[config.mk]
export PLATFORM = sky130hd
export DESIGN_NAME = robo_motion_sequencer
export DESIGN_NICKNAME = d
export VERILOG_FILES = /design/src/rtl/robo_pkg.sv /design/src/rtl/robo_prescaler.sv /design/src/rtl/robo_motion_sequencer.sv
export SDC_FILE = /design/constraint.sdc
export NUM_CORES = 1
export LEC_CHECK = 0
export ABC_AREA = 1
export CAP_MARGIN = 30
export CORE_MARGIN = 1
export CORE_UTILIZATION = 53
export CTS_BUF_LIST = sky130_fd_sc_hd__clkbuf_8
export CTS_CLUSTER_SIZE = 40
export DETAILED_ROUTE_END_ITERATION = 16
export PLACE_DENSITY_LB_ADDON = 0.2
export SYNTH_ARGS = -nofsm -noshare
export SYNTH_HDL_FRONTEND = slang
export SYNTH_HIERARCHICAL = 1
export SYNTH_SLANG_ARGS = --single-unit
[constraint.sdc]
create_clock -name clock -period 1.74 [get_ports clock]
set_input_delay 0.522 -clock clock [delete_from_list [all_inputs] [get_ports clock]]
set_output_delay 0.522 -clock clock [all_outputs]
set_load 0.02 [all_outputs]
[src/rtl/robo_pkg.sv]
// Shared types for the motion sequencer: FSM states and manual command encodings.
// Pure declarations; no latency or flow control of its own.
package robo_pkg;

  typedef enum logic [1:0] {
    IDLE = 2'd0,
    FWD  = 2'd1,
    TURN = 2'd2,
    DEAD = 2'd3
  } state_t;

  localparam logic [1:0] CMD_NONE = 2'b00;
  localparam logic [1:0] CMD_FWD  = 2'b01;
  localparam logic [1:0] CMD_TURN = 2'b10;
  localparam logic [1:0] CMD_STOP = 2'b11;

endpackage

[src/rtl/robo_prescaler.sv]
// Decision-tick prescaler: tick on every TICK_DIV-th enabled cycle, combinational on enable.
// Counter is forced to 0 while disabled, so each enabled stretch restarts the count.
module robo_prescaler
  import robo_pkg::*;
#(
  parameter int TICK_DIV = 3,
  parameter int CNT_W    = 8
) (
  input  logic clock,
  input  logic reset,
  input  logic enable,
  output logic tick
);

  localparam logic [CNT_W-1:0] LAST = CNT_W'(TICK_DIV - 1);

  logic [CNT_W-1:0] count;

  always_ff @(posedge clock or negedge reset) begin
    if (!reset) begin
      count <= '0;
    end else if (!enable || (count == LAST)) begin
      count <= '0;
    end else begin
      count <= count + CNT_W'(1);
    end
  end

  assign tick = enable && (count == LAST);

endmodule

[src/rtl/robo_motion_sequencer.sv]
// Arbitrates navigation and manual requests into timed motor pulses plus dead-time; 1-cycle decide latency.
// Manual port stalls (man_ready=0) outside IDLE; navigation requests are level-sampled on nav_tick only.
module robo_motion_sequencer
  import robo_pkg::*;
#(
  parameter int STEP_CYCLES = 8,
  parameter int TURN_CYCLES = 12,
  parameter int DEAD_CYCLES = 2,
  parameter int TICK_DIV    = 3,
  parameter int CNT_W       = 8
) (
  input  logic       clock,
  input  logic       reset,
  input  logic       nav_avancar,
  input  logic       nav_girar,
  input  logic       manual_mode,
  input  logic       man_valid,
  input  logic [1:0] man_cmd,
  output logic       man_ready,
  input  logic       stop,
  output logic       nav_tick,
  output logic       motor_fwd,
  output logic       motor_turn,
  output logic       busy,
  output logic       move_done
);

  localparam logic [CNT_W-1:0] STEP_LD = CNT_W'(STEP_CYCLES - 1);
  localparam logic [CNT_W-1:0] TURN_LD = CNT_W'(TURN_CYCLES - 1);
  localparam logic [CNT_W-1:0] DEAD_LD = CNT_W'(DEAD_CYCLES - 1);

  state_t           state, state_nxt;
  logic [CNT_W-1:0] timer, timer_nxt;
  logic             abort, abort_nxt;
  logic             tick_en;

  assign tick_en = (state == IDLE) && !manual_mode;

  robo_prescaler #(
    .TICK_DIV (TICK_DIV),
    .CNT_W    (CNT_W)
  ) u_prescaler (
    .clock  (clock),
    .reset  (reset),
    .enable (tick_en),
    .tick   (nav_tick)
  );

  // Outputs decode straight from state so an async reset drops the motors at once.
  assign motor_fwd  = (state == FWD);
  assign motor_turn = (state == TURN);
  assign busy       = (state != IDLE);
  assign man_ready  = (state == IDLE) && manual_mode && !stop;
  assign move_done  = (state == DEAD) && (timer == '0) && !abort;

  always_ff @(posedge clock or negedge reset) begin
    if (!reset) begin
      state <= IDLE;
      timer <= '0;
      abort <= 1'b0;
    end else begin
      state <= state_nxt;
      timer <= timer_nxt;
      abort <= abort_nxt;
    end
  end

  always_comb begin
    state_nxt = state;
    timer_nxt = timer;
    abort_nxt = abort;
    case (state)
      IDLE: begin
        if (nav_tick) begin
          // Turning takes priority so the robot never drives into the wall it sees.
          if (nav_girar) begin
            state_nxt = TURN;
            timer_nxt = TURN_LD;
          end else if (nav_avancar) begin
            state_nxt = FWD;
            timer_nxt = STEP_LD;
          end
        end else if (man_valid && man_ready) begin
          case (man_cmd)
            CMD_FWD: begin
              state_nxt = FWD;
              timer_nxt = STEP_LD;
            end
            CMD_TURN: begin
              state_nxt = TURN;
              timer_nxt = TURN_LD;
            end
            CMD_NONE, CMD_STOP: begin
              state_nxt = IDLE;
            end
            default: begin
              state_nxt = IDLE;
            end
          endcase
        end
      end
      FWD, TURN: begin
        if (stop) begin
          state_nxt = DEAD;
          timer_nxt = DEAD_LD;
          abort_nxt = 1'b1;
        end else if (timer == '0) begin
          state_nxt = DEAD;
          timer_nxt = DEAD_LD;
        end else begin
          timer_nxt = timer - CNT_W'(1);
        end
      end
      DEAD: begin
        if (timer == '0) begin
          state_nxt = IDLE;
          abort_nxt = 1'b0;
        end else begin
          timer_nxt = timer - CNT_W'(1);
        end
      end
      default: begin
        state_nxt = IDLE;
        timer_nxt = '0;
        abort_nxt = 1'b0;
      end
    endcase
  end

endmodule

Fig. 1: run 1, clock wires, drivers and flops
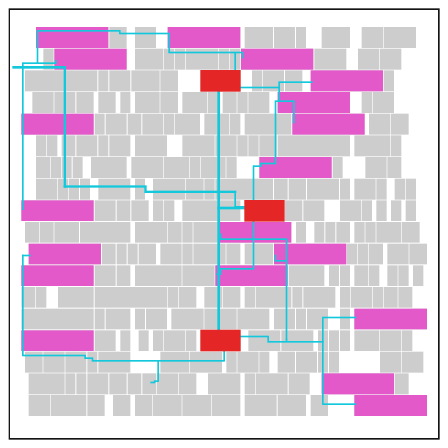
[flip-flops] magenta | count: 19
[clock wires] cyan | length: 299 um
[clock drivers] red | count: 3
flops lie: all over the die
routed clock nets: 4

Fig. 2: run 1, register map, names as in the netlist
Other sequential cells in the stronger grey, the rest of the logic in the fainter grey.
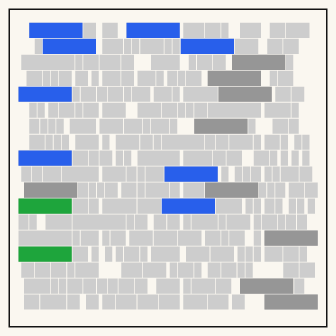
[state] green | placed flops: 2
[timer] blue | placed flops: 8
not coloured: 9

==> changes_impl.md, run 1 <==
### Metrics

* Synth Flop Type: dfrtp_1
* Hold Path Class: flip-flop to flip-flop
* Total clock network power at around 0.33 mW
* Sequential share of power at 17.9%
* Gr ovfl total at 0
* Routed Antenna Nets at 0
* Met3 WL at between 100 and 150 um
* Final worst setup slack at -0.172 ns
* TritonCTS clock tree: built
* Hold Fails Final Rpt at 0
* Vias per cell at 5.43
* Final period utilization at 110%
* Registers, synthesis at 19
* Worst setup EP type: output pin
* Slowest cell delay on critical path at about 0.41 ns
* Highest-power group: combinational logic
* Clock skew at 0.00169 ns
* CTS Sinks at 19
* Core Region at 2500 um2
* Static Leakage at approximately 1.1 nW
* TNS Setup at -1.53 ns
* Top layer in use: met4
* RSZ-0062 raised after global routing: true
* H-tree depth at 1
* Kind of cell adding the most delay to the critical path: flip-flops
* CTS Buf Count at 3
* Reg2reg setup slack at -0.13 ns
* Fillers at 119
* Max-Cap Viols at 0
* Netlist cell types at 26
* Initial antenna violation count at 0
* Crit path DRT at 1.22 ns
* Chip area at slightly below 3000 um2
* Clock Root Buffer: clkbuf_8
* Post-route minimum period at 1.91 ns
* WS Path Type: flip-flop to output pin
* Slew Limit Fails at 0
* Via count at around 1,600
* Power per cell area at 1640 nW/um2
* Fp_density at approximately 57%
* Asr flop ratio synth at 100%
* Clock power share at 9.0%
* WP buf/inv at 4
* Slowest CP cell: dfrtp_1
* Top-area cell share at 33.5%
* I/O pins at 15
* Die Ht at approximately 54 um
* Post-Syn Instances at slightly below 200
* Synth Warn # at 6
* Area grow syn2layout at 55.2%
* Worst-Skew Late Latency at between 0.2 and 0.3 ns
* Internal power at around 1.9 mW
* First-pass GRT wire length at about 6200 um
* Design area at roughly 2200 um2
* Final Non-Filler Cells at a little under 300
* # setup viols final at 15
* Largest net degree at the start of global routing at 20
* Inserted Diodes at 0
* Power, Total at between 3 and 4 mW
* CP endpoint: nav_tick
* Clock transition at path regs at roughly 0.08 ns
* Register Area at 475 um2
* Post-synth area from yosys stat at 1420 um2
* NetSw at approximately 1.8 mW
* Yosys cell count at 197
* Syn_nets at approximately 220
* Logic area at roughly 1000 um2
* CP startpoint kind: flip-flop
* Tool warnings at 36
* Relative slew slack at 79.2%
* Peak Freq at between 500 and 600 MHz
* Metal-1 WL at about 1900 um
* Layout cell share with drive strength beyond 1 at 45.0%
* DR pass1 iterations at 4
* Metal2 WL at 2450 um
* Failing checks: negative setup slack
* Placed wire-length estimate at ~2600 um
* Number of global-route vias before repair at approximately 1,500
* Status: complete, but fails checks
* Hold WS at approximately 0.52 ns
* Gate power share at roughly 73%
* Seq group at ~0.65 mW
* Number of enable flip-flop cells at 0
* Comb. pwr at around 2.6 mW
* CP Cell Sequence: inv_2, ha_4, inv_4, nor2_4, inv_2, nor2_4, buf_6
* Worst R2R Start: state[0]
* Max clock buf depth at 2
* Sequential fraction of the synthesis area at ~33%
* Levels on crit path at 7
* Die width at roughly 54 um
* DRC Markers at 0
* Leading area contributor after synthesis: dfrtp_1
* Mean Syn Cell Area at ~7.2 um2
* Main area contributors: dfrtp_1 (33%), nand2_1 (14%), ha_1 (9.7%)
* GPL Wtd Cong at ~0.83
* Port bufs at 14
* Worst r2r dst: state[1]
* Fin nets at around 280
* Switch share at 48.7%
* Row count at 18
* Placed cells at approximately 280
* R2R cell count at 15
* DP Area at 1920 um2
* Final WL at ~4600 um
* Critical path origin: state[0]
* Initial DRC Count at around 46
* Worst slack, placed at -0.691 ns
* Slew at the pin closest to its max-slew limit at between 0.3 and 0.4 ns
* Mapped Area at 1420 um2
* Critical Path AT at between 1 and 1.5 ns
* Max IR drop VDD at approximately 1.5 mV
* CP max FO at 3
Fig. 3: run 1, routing congestion
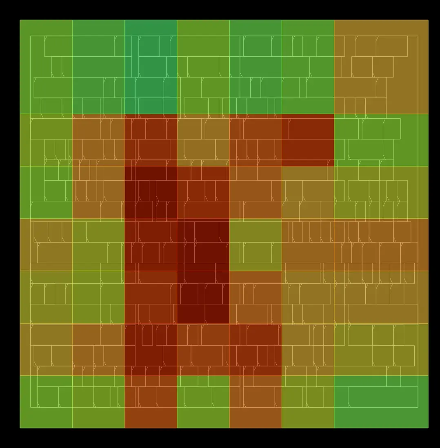
all-layer global routing usage: 30.6%
GR Util met2: 58.6%
routed len/inst: 15.8 um
Finished Core Util: 88.2%

## run 1: synthesized netlist by cell type (2+ instances only)
cell / instances
nand2_2: 3
nor2_4: 2
a21oi_1: 3
xor2_1: 6
nor2_1: 30
inv_2: 3
o21ai_1: 4
nand4_1: 2
inv_1: 26
nand2_1: 52
dfrtp_1: 19
nand3_1: 12
o21ai_0: 5
ha_1: 11
nand2_4: 2
nor2_2: 7
## run 1: final cells by class
type                            count  share of cell area, %
Clock buffer                        3                   1.87
Clock inverter                      1                  0.227
Inverter                           30                   5.33
Multi-Input combinational cell    149                   47.1
Sequential cell                    19                   21.6
Tap cell                           30                   1.70
Timing Repair Buffer               58                   22.2
## run 1: cells by family (layout without fill, tap and decap cells)
kind of cell	count (synthesis)	after routing	share of synthesized area, %
and+or+nand+nor	115	116	38.5
buffers and inverters	30	92	8.10
DFF	19	19	33.5
AOI/OAI and AO/OA	15	15	5.99
adders and majority gates	11	11	9.68
xor gates and xnor gates	7	7	4.31
## run 1: flip-flops by register name, indices dropped and copies added, names as in the netlist
| register | count |
|---|---|
| abort | 1 |
| state | 2 |
| timer | 8 |
| u_prescaler/count | 8 |
## run 1: layer usage
layer,vias to the layer above,global-route usage [%]
met5,-,0
met4,0,16.2
met3,23,3.11
met2,34,58.6
met1,779,32.0
li1,738,-
## run 1: placed cells by master (no fill, tap or decap), types with 2 or more instances in the layout
cell | netlist | routed
nor2_4 | 2 | 11
a21oi_2 | 1 | 2
o21ai_1 | 4 | 3
nand2_2 | 3 | 13
inv_1 | 26 | 19
ha_1 | 11 | 7
clkbuf_8 | 0 | 3
dfrtp_1 | 19 | 19
nand3_1 | 12 | 9
xor2_1 | 6 | 6
nand3_2 | 0 | 3
clkdlybuf4s50_1 | 0 | 7
a21oi_1 | 3 | 2
o21ai_0 | 5 | 5
nand2_4 | 2 | 5
inv_4 | 1 | 2
nor2_2 | 7 | 8
inv_2 | 3 | 9
buf_6 | 0 | 7
buf_4 | 0 | 41
nand2_1 | 52 | 39
nor2_1 | 30 | 21
ha_4 | 0 | 4
nand4_1 | 2 | 2
## run 1: worst reg2reg max path, stage by stage, from the launching register on
cell	delay, ns
dfrtp_1	0.41
inv_2	0.10
ha_4	0.16
inv_4	0.05
nor2_4	0.11
inv_2	0.06
nor2_4	0.10
buf_6	0.13
nand2_4	0.07
nor2_4	0.08
nand2_2	0.07
nand2_4	0.15
nor2_4	0.05
o21ai_4	0.09
nand2_1	0.08
o21ai_1	0.08
## run 1: how the worst min path moves through the flow
stage / slack [ns] / cells past startpoint / startpoint / end
final: 0.52 / 2 / timer[7] / timer[7]
after global routing: 0.57 / 2 / timer[6] / timer[6]
after CTS: 0.51 / 2 / timer[6] / timer[6]
after detailed placement: 0.49 / 2 / timer[6] / timer[6]
after global placement: 0.48 / 2 / timer[6] / timer[6]
after floorplan: 0.23 / 0 / reset / abort
## run 1: what timing repair did
item / 4_1_cts / 5_1_grt
cloned: 1 / 0
endpoints found under the setup margin: 16 / 15
resized: 51 / 26
pin swaps: 22 / 15
endpoints found under the hold margin: 0 / 0
setup buffers: 5 / 5
hold buffers: 0 / 0
--- run 2 (diff from run 1) ---
- clock period: 1.74 -> 1.65 ns (I/O delays scaled with it)
Fig. 4: run 2, routing congestion
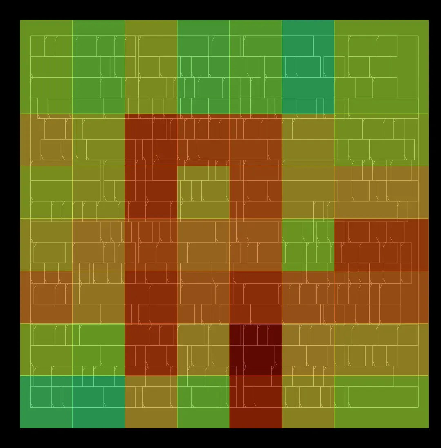
gr busiest metal: met2
met1 usage: 32.9%
GR Util met2: 54.1%

==> run 2 against run 1 <==
The flow still finishes with violations (negative setup slack). Largest cell class unchanged. Area after synthesis did not move. Clock-buffer cell count did not move. Clock skew barely moved. Wire length fell by 9.1%. Die area did not move. Cell area rose by 2.6%. Largest power group unchanged. Sequential cell count did not move. Cell count rose by 3.4%. Critical path depth fell by 1.
==> changes_impl.md, run 2 <==
### Metrics

* Critical Path AT at 1.42 ns (+0.03 ns)
* H-tree depth at 1 (unchanged)
* Synth Flop Type: dfrtp_1
* Gr ovfl total at 0 (unchanged)
* Final worst setup slack at -0.266 ns (-0.0936 ns)
* Sequential fraction of the synthesis area at 33.5% (unchanged)
* Initial DRC Count at 44 (-4.3%)
* Yosys cell count at 197 (unchanged)
* Failing checks: negative setup slack
* DR pass1 iterations at 4 (unchanged)
* All-layer global routing usage at 28.9% (-1.7 points)
* Vias per cell at 5.13 (-5.5%)
* # setup viols final at 15 (unchanged)
* Internal power at 2.03 mW (+9.5%)
* Post-Syn Instances at 197 (unchanged)
* Mapped Area at 1420 um2 (unchanged)
* Design area at 2260 um2 (+2.6%)
* Number of global-route vias before repair at 1,400 (-3.8%)
* DP Area at 1930 um2 (+0.26%)
* Crit path DRT at 1.15 ns (-0.07 ns)
* CP max FO at 3 (unchanged)
* Tool warnings at 36 (unchanged)
* Main area contributors: dfrtp_1 (33%), nand2_1 (14%), ha_1 (9.7%)
* Die width at 53.8 um (unchanged)
* Final WL at 4170 um (-9.1%)
* DRC Markers at 0 (unchanged)
* Leading area contributor after synthesis: dfrtp_1
* Netlist cell types at 26 (unchanged)
* Switch share at 45.8% (-2.9 points)
* Chip area at 2890 um2 (unchanged)
* Status: complete, but fails checks
* Fp_density at 56.9% (unchanged)
* Area grow syn2layout at 59.2%
* Count leader, synth: nand2_1
* Fillers at 109 (-8.4%)
* Layout cell share with drive strength beyond 1 at 45.6% (+0.56 points)
* R2R cell count at 14 (-1)
* CP startpoint kind: flip-flop
* Finished Core Util at 90.5% (+2.3 points)
* Initial antenna violation count at 0 (unchanged)
* Clock Root Buffer: clkbuf_8
* Peak Freq at approximately 520 MHz
* Max clock buf depth at 2 (unchanged)
* CTS Sinks at 19 (unchanged)
* Routed len/inst at 13.9 um (-12%)
* Max-Cap Viols at 0 (unchanged)
* GPL Wtd Cong at 0.837 (+0.72%)
* WS Path Type: flip-flop to output pin
* TNS Setup at -2.22 ns (-0.689 ns)
* Top-area cell share at 33.5% (unchanged)
* Placed wire-length estimate at 2570 um (-2.8%)
* Row count at 18 (unchanged)
* Power, Total at 3.75 mW (+3.7%)
* Most common logic cells in the final layout: buf_4 (50), nand2_1 (41), nor2_1 (22), inv_1 (19), dfrtp_1 (19)
* Hold Fails Final Rpt at 0 (unchanged)
* Power per cell area at 1660 nW/um2 (+1.1%)
* Reg2reg setup slack at -0.16 ns (-0.03 ns)
* Sequential share of power at 18.4% (+0.5 points)
* Syn_nets at 217 (unchanged)
* First-pass GRT wire length at 5870 um (-5.7%)
* Port bufs at 14 (unchanged)
* Gate power share at 72.5% (-0.5 points)
* CTS Buf Count at 3 (unchanged)
* Core Region at 2500 um2 (unchanged)
* NetSw at 1.72 mW (-2.4%)
* Number of enable flip-flop cells at 0 (unchanged)
* Worst slack, placed at -0.712 ns (-0.0216 ns)
* Via count at 1,538 (-2.3%)
* TritonCTS clock tree: built
* Slew at the pin closest to its max-slew limit at 0.259 ns (-0.0516 ns)
* Registers, synthesis at 19 (unchanged)
Fig. 5: run 2, clock wires, drivers and flops
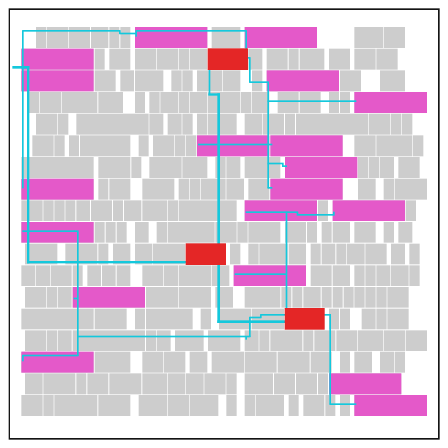
[clock drivers] red | count: 3
[clock wires] cyan | length: 297 um
[flip-flops] magenta | count: 19
flops lie: all over the die
routed clock nets: 4
clock power share: 9.1%
total clock network power: 0.342 mW
clock skew: 0.00204 ns
Worst-Skew Late Latency: 0.26 ns

==> run 2: cell types whose count changed in the layout (fill, tap and decap cells not counted), moves of 2 or more <==
| cell | before | now |
|---|---|---|
| buf_6 | 7 | 10 |
| nand2_4 | 5 | 3 |
| nand2_1 | 39 | 41 |
| buf_4 | 41 | 50 |
| ha_1 | 7 | 5 |
==> run 2: power by group through the flow <==
stage / Sequential (mW) / Clock (mW) / Combinational (mW)
CTS: 0.682 / 0.346 / 2.33
global placement: 0.676 / 0 / 2.02
detailed placement: 0.687 / 0 / 2.10
finish: 0.688 / 0.342 / 2.72
global route: 0.698 / 0.372 / 2.96
floorplan: 0.690 / 0 / 1.37
==> run 2: area by class of cell <==
type	instances	area [um2]	share of cell area, %
repair buffers	68	567	25.1
clock buffers	3	41.3	1.83
clock inverters	1	5.00	0.221
flip-flops and latches	19	475	21.0
well taps	30	37.5	1.66
inverters	30	118	5.20
multi-input cells	149	1020	45.0
==> run 2: per-stage QoR <==
step           std cells  hold slack, ns
2_1_floorplan        197           0.199
3_3_place_gp         276           0.481
3_5_place_dp         276           0.495
4_1_cts              291           0.512
5_1_grt              300           0.553
6_report             300           0.526
==> run 2: cell families (layout without fill, tap and decap cells) <==
family	count (synthesis)	after routing	share of synthesized area (%)
AND-OR/OR-AND	15	15	5.99
flip-flops	19	19	33.5
XOR/XNOR	7	7	4.31
buffers and inverters	30	102	8.10
AND/OR/NAND/NOR	115	116	38.5
adder cells (fa/ha/maj)	11	11	9.68
==> run 2: per-layer routing <==
layer / vias up / track usage, % / part of all wire [%]
met1: 725 / 32.9 / 41
met5: - / 0 / 0
met2: 38 / 54.1 / 53
met4: 0 / 9.21 / 3.0
met3: 13 / 4.24 / 3.2
li1: 762 / - / -
==> run 2: path summary, 6_finish.rpt <==
kind                              to                 start
max reg2reg                 timer[6]  u_prescaler/count[0]
min                         timer[6]              timer[6]
max                        man_ready              state[1]
max in group asynchronous   timer[0]                 reset
min reg2reg                 timer[6]              timer[6]
min in group asynchronous   timer[6]                 reset
==> run 2: timing repair <==
| item | CTS | global route |
|---|---|---|
| cloned | 0 | 1 |
| pin swaps | 5 | 21 |
| setup buffers | 12 | 10 |
| resized | 50 | 23 |
| hold buffers | 0 | 0 |
| endpoints found under the hold margin | 0 | 0 |
| setup endpoints to repair | 16 | 16 |
==> run 2: critical path, cell delays in order, from the launching register on <==
cell	delay (ns)
dfrtp_1	0.42
inv_2	0.09
ha_4	0.15
buf_4	0.11
nand2_1	0.06
nor2_1	0.15
buf_4	0.17
--- run 3 (diff from run 2) ---
- HOLD_SLACK_MARGIN: unset -> 0.15
Fig. 6: run 3, register map, names as in the netlist
Other sequential cells in the stronger grey, the rest of the logic in the fainter grey.
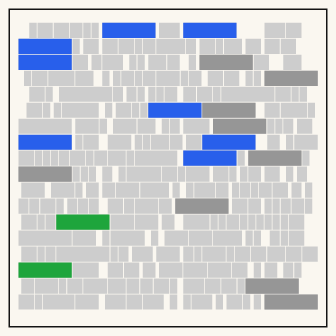
[state] green | placed flops: 2
[timer] blue | placed flops: 8
not coloured: 9

==> run 3 against run 2 <==
The flow still finishes with violations (negative setup slack). Global-route usage unchanged. Combinational power is essentially flat. Die area is the same. Fmax unchanged. Largest cell class unchanged. Highest routed layer unchanged.
==> changes_impl.md, run 3 <==
### Metrics

* Via count at 1,538 (unchanged)
* Port bufs at 14 (unchanged)
* Row count at 18 (unchanged)
* Final WL at 4170 um (unchanged)
* CTS Buf Count at 3 (unchanged)
* Peak Freq at 522 MHz (unchanged)
* Hold_sp: timer[6]
* Initial antenna violation count at 0 (unchanged)
* Final Non-Filler Cells at 300 (unchanged)
* Post-route minimum period at 1.92 ns
* Hold Fails Final Rpt at 0 (unchanged)
* Post-Syn Instances at 197 (unchanged)
* WP buf/inv at 3 (unchanged)
* Kind of cell adding the most delay to the critical path: flip-flops
* Chip area at 2890 um2 (unchanged)
* Routed len/inst at 13.9 um (unchanged)
* Placed wire-length estimate at 2570 um (unchanged)
* CP startpoint kind: flip-flop
* Failing checks: negative setup slack
* Area grow syn2layout at 59.2% (unchanged)
* Tool warnings at 36 (unchanged)
* Count leader, synth: nand2_1
* WS Path Type: flip-flop to output pin
* DRC Markers at 0 (unchanged)
* Final worst setup slack at -0.266 ns (unchanged)
* NetSw at 1.72 mW (unchanged)
* Main area contributors: dfrtp_1 (33%), nand2_1 (14%), ha_1 (9.7%)
* Fp_density at 56.9% (unchanged)
* DR pass1 iterations at 4 (unchanged)
* Switch share at 45.8% (unchanged)
* Commonest Layout Cell: buf_4
* Max-Cap Viols at 0 (unchanged)
* Slowest CP cell: dfrtp_1
* Mean Syn Cell Area at 7.22 um2
* Final period utilization at 116%
* Worst R2R Start: u_prescaler/count[0]
* Status: complete, but fails checks
* Registers, synthesis at 19 (unchanged)
* Clock skew at 0.00204 ns (unchanged)
* Number of enable flip-flop cells at 0 (unchanged)
* WHS Path Cells at 2
* Routed Antenna Nets at 0
* Largest regs: timer x8, u_prescaler/count x8, state x2
* H-tree depth at 1 (unchanged)
* Slew Limit Fails at 0
* Post-synth area from yosys stat at approximately 1400 um2
* CP max FO at 3 (unchanged)
* # setup viols final at 15 (unchanged)
* Inserted Diodes at 0
* Critical path's most frequent cell: buf_4
* Clock Root Buffer: clkbuf_8
* I/O pins at 15
* Gr ovfl total at 0 (unchanged)
* Largest net degree at the start of global routing at 20
* Clock transition at path regs at 0.08 ns
* Internal power at 2.03 mW (unchanged)
* Worst-Skew Late Latency at 0.26 ns (about the same)
* Sequential share of power at 18.4% (about the same)
* Reg2reg setup slack at -0.16 ns (about the same)
* RSZ-0062 raised after global routing: true
* Asr flop ratio synth at 100%
* Layout cell share with drive strength beyond 1 at 45.6% (unchanged)
* Hold endpoint: timer[6]
* Initial DRC Count at 44 (unchanged)
* Gate power share at 72.5% (about the same)
* Crit path DRT at 1.15 ns (about the same)
* Sequential fraction of the synthesis area at 33.5% (unchanged)
* Slew at the pin closest to its max-slew limit at 0.259 ns (unchanged)
* Power per cell area at 1660 nW/um2 (unchanged)
* Placed cells at 276 (unchanged)
* Mapped Area at 1420 um2 (unchanged)
* All-layer global routing usage at 28.9% (unchanged)
* Static Leakage at roughly 1.1 nW
* Synth Flop Type: dfrtp_1
* Top-area cell share at 33.5% (unchanged)
* Worst setup EP type: output pin
* Power, Total at 3.75 mW (unchanged)
* Slowest cell delay on critical path at 0.42 ns (about the same)
* Hold Path Class: flip-flop to flip-flop
* Syn_nets at 217 (unchanged)
* CP Cell Sequence: inv_2, ha_4, buf_4, nand2_1, nor2_1, buf_4
* Vias per cell at 5.13 (unchanged)
* Relative slew slack at between 80% and 90%
* Yosys cell count at 197 (unchanged)
* Clock power share at 9.1% (about the same)
* Leading area contributor after synthesis: dfrtp_1
* TritonCTS clock tree: built
* Netlist cell types at 26 (unchanged)
* Fin nets at between 200 and 300
* Max clock buf depth at 2 (unchanged)
* First-pass GRT wire length at 5870 um (unchanged)
* R2R cell count at 14 (unchanged)
* CTS Sinks at 19 (unchanged)
* Number of global-route vias before repair at 1,400 (unchanged)
* Most common logic cells in the final layout: buf_4 (50), nand2_1 (41), nor2_1 (22), inv_1 (19), dfrtp_1 (19)
* Worst r2r dst: timer[6]
* Critical Path AT at 1.42 ns (about the same)
* GPL Wtd Cong at 0.837 (unchanged)
* Synth Warn # at 6
* Synth cell count leaders: nand2_1 (52), nor2_1 (30), inv_1 (26), dfrtp_1 (19), nand3_1 (12)
Fig. 7: run 3, PDN straps and rails
Pins as bars on the die edge. Tap cells in grey.
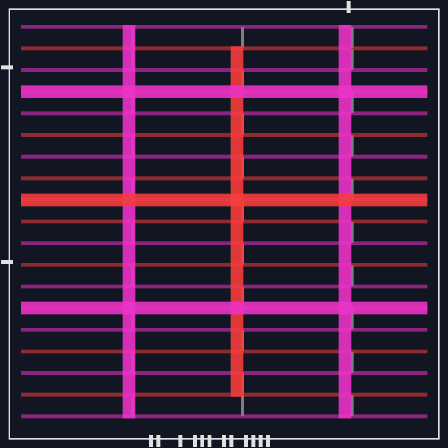
[VSS] magenta
[VDD] red
rows: 18
met5 straps: 3
die width: 53.8 um
Max IR drop VDD: 1.76 mV
Core Region: 2500 um2
Die Ht: 53.8 um

==> run 3: cells by family after synthesis <==
kind of cell             synth area share, %
AND/OR/NAND/NOR                         38.5
buffers and inverters                   8.10
flip-flops                              33.5
AND-OR/OR-AND                           5.99
adder cells (fa/ha/maj)                 9.68
XOR/XNOR                                4.31
==> run 3: cell type report <==
| cell class | instances | area (um2) |
|---|---|---|
| fillers | 109 | 238 |
| multi-input cells | 149 | 1020 |
| repair buffers | 68 | 567 |
| clock inverters | 1 | 5.00 |
| inverters | 30 | 118 |
| clock buffers | 3 | 41.3 |
| flip-flops and latches | 19 | 475 |
| well taps | 30 | 37.5 |
==> run 3: worst max-delay path by stage <==
stage,endpoint,cells past startpoint,slack (ns),from
after global placement,nav_tick,5,-0.68,manual_mode
after global routing,man_ready,6,-0.33,state[1]
final,man_ready,6,-0.27,state[1]
after detailed placement,nav_tick,5,-0.71,manual_mode
after CTS,nav_tick,7,-0.19,state[1]
after floorplan,state[1],14,-0.10,u_prescaler/count[0]
==> run 3: repair_timing <==
item | in CTS | in global routing
gates resized | 50 | 23
buffers inserted | 12 | 10
hold buffers | 0 | 0
pin swaps | 5 | 21
cloned | 0 | 1
endpoints found under the setup margin | 16 | 16
hold endpoints to repair | 0 | 0
==> run 3: worst min-delay path, cell delays in order (launching register included) <==
cell and delay, ns:
dfrtp_1 0.37, nand2_1 0.07, nand2_1 0.06
==> run 3: per-stage QoR <==
stage | TNS [ns] | utilization, % | setup slack (ns) | hold WS, ns | cell area, um2
floorplan | -0.899 | - | -0.103 | 0.199 | 1490
CTS | -2.25 | 84.3 | -0.195 | 0.512 | 2110
detailed placement | -7.50 | 77.1 | -0.712 | 0.495 | 1930
finish | -2.22 | 90.5 | -0.266 | 0.526 | 2260
global placement | -6.92 | 77.1 | -0.684 | 0.481 | 1930
global route | -3.56 | 90.5 | -0.331 | 0.553 | 2260
==> run 3: power groups by stage <==
stage	clock network [mW]	logic [mW]	registers [mW]
after floorplan	0	1.37	0.690
after global placement	0	2.02	0.676
after detailed placement	0	2.10	0.687
after CTS	0.346	2.33	0.682
after global routing	0.372	2.96	0.698
final	0.342	2.72	0.688
==> run 3: metal layers <==
| layer | routed length [um] | vias up | GRT usage, % |
|---|---|---|---|
| li1 | - | 762 | - |
| met1 | 1710 | 725 | 32.9 |
| met2 | 2200 | 38 | 54.1 |
| met3 | 132 | 13 | 4.24 |
| met4 | 127 | 0 | 9.21 |
| met5 | 0 | - | 0 |
No activity file was given, so power comes from the tool's default toggle rates.
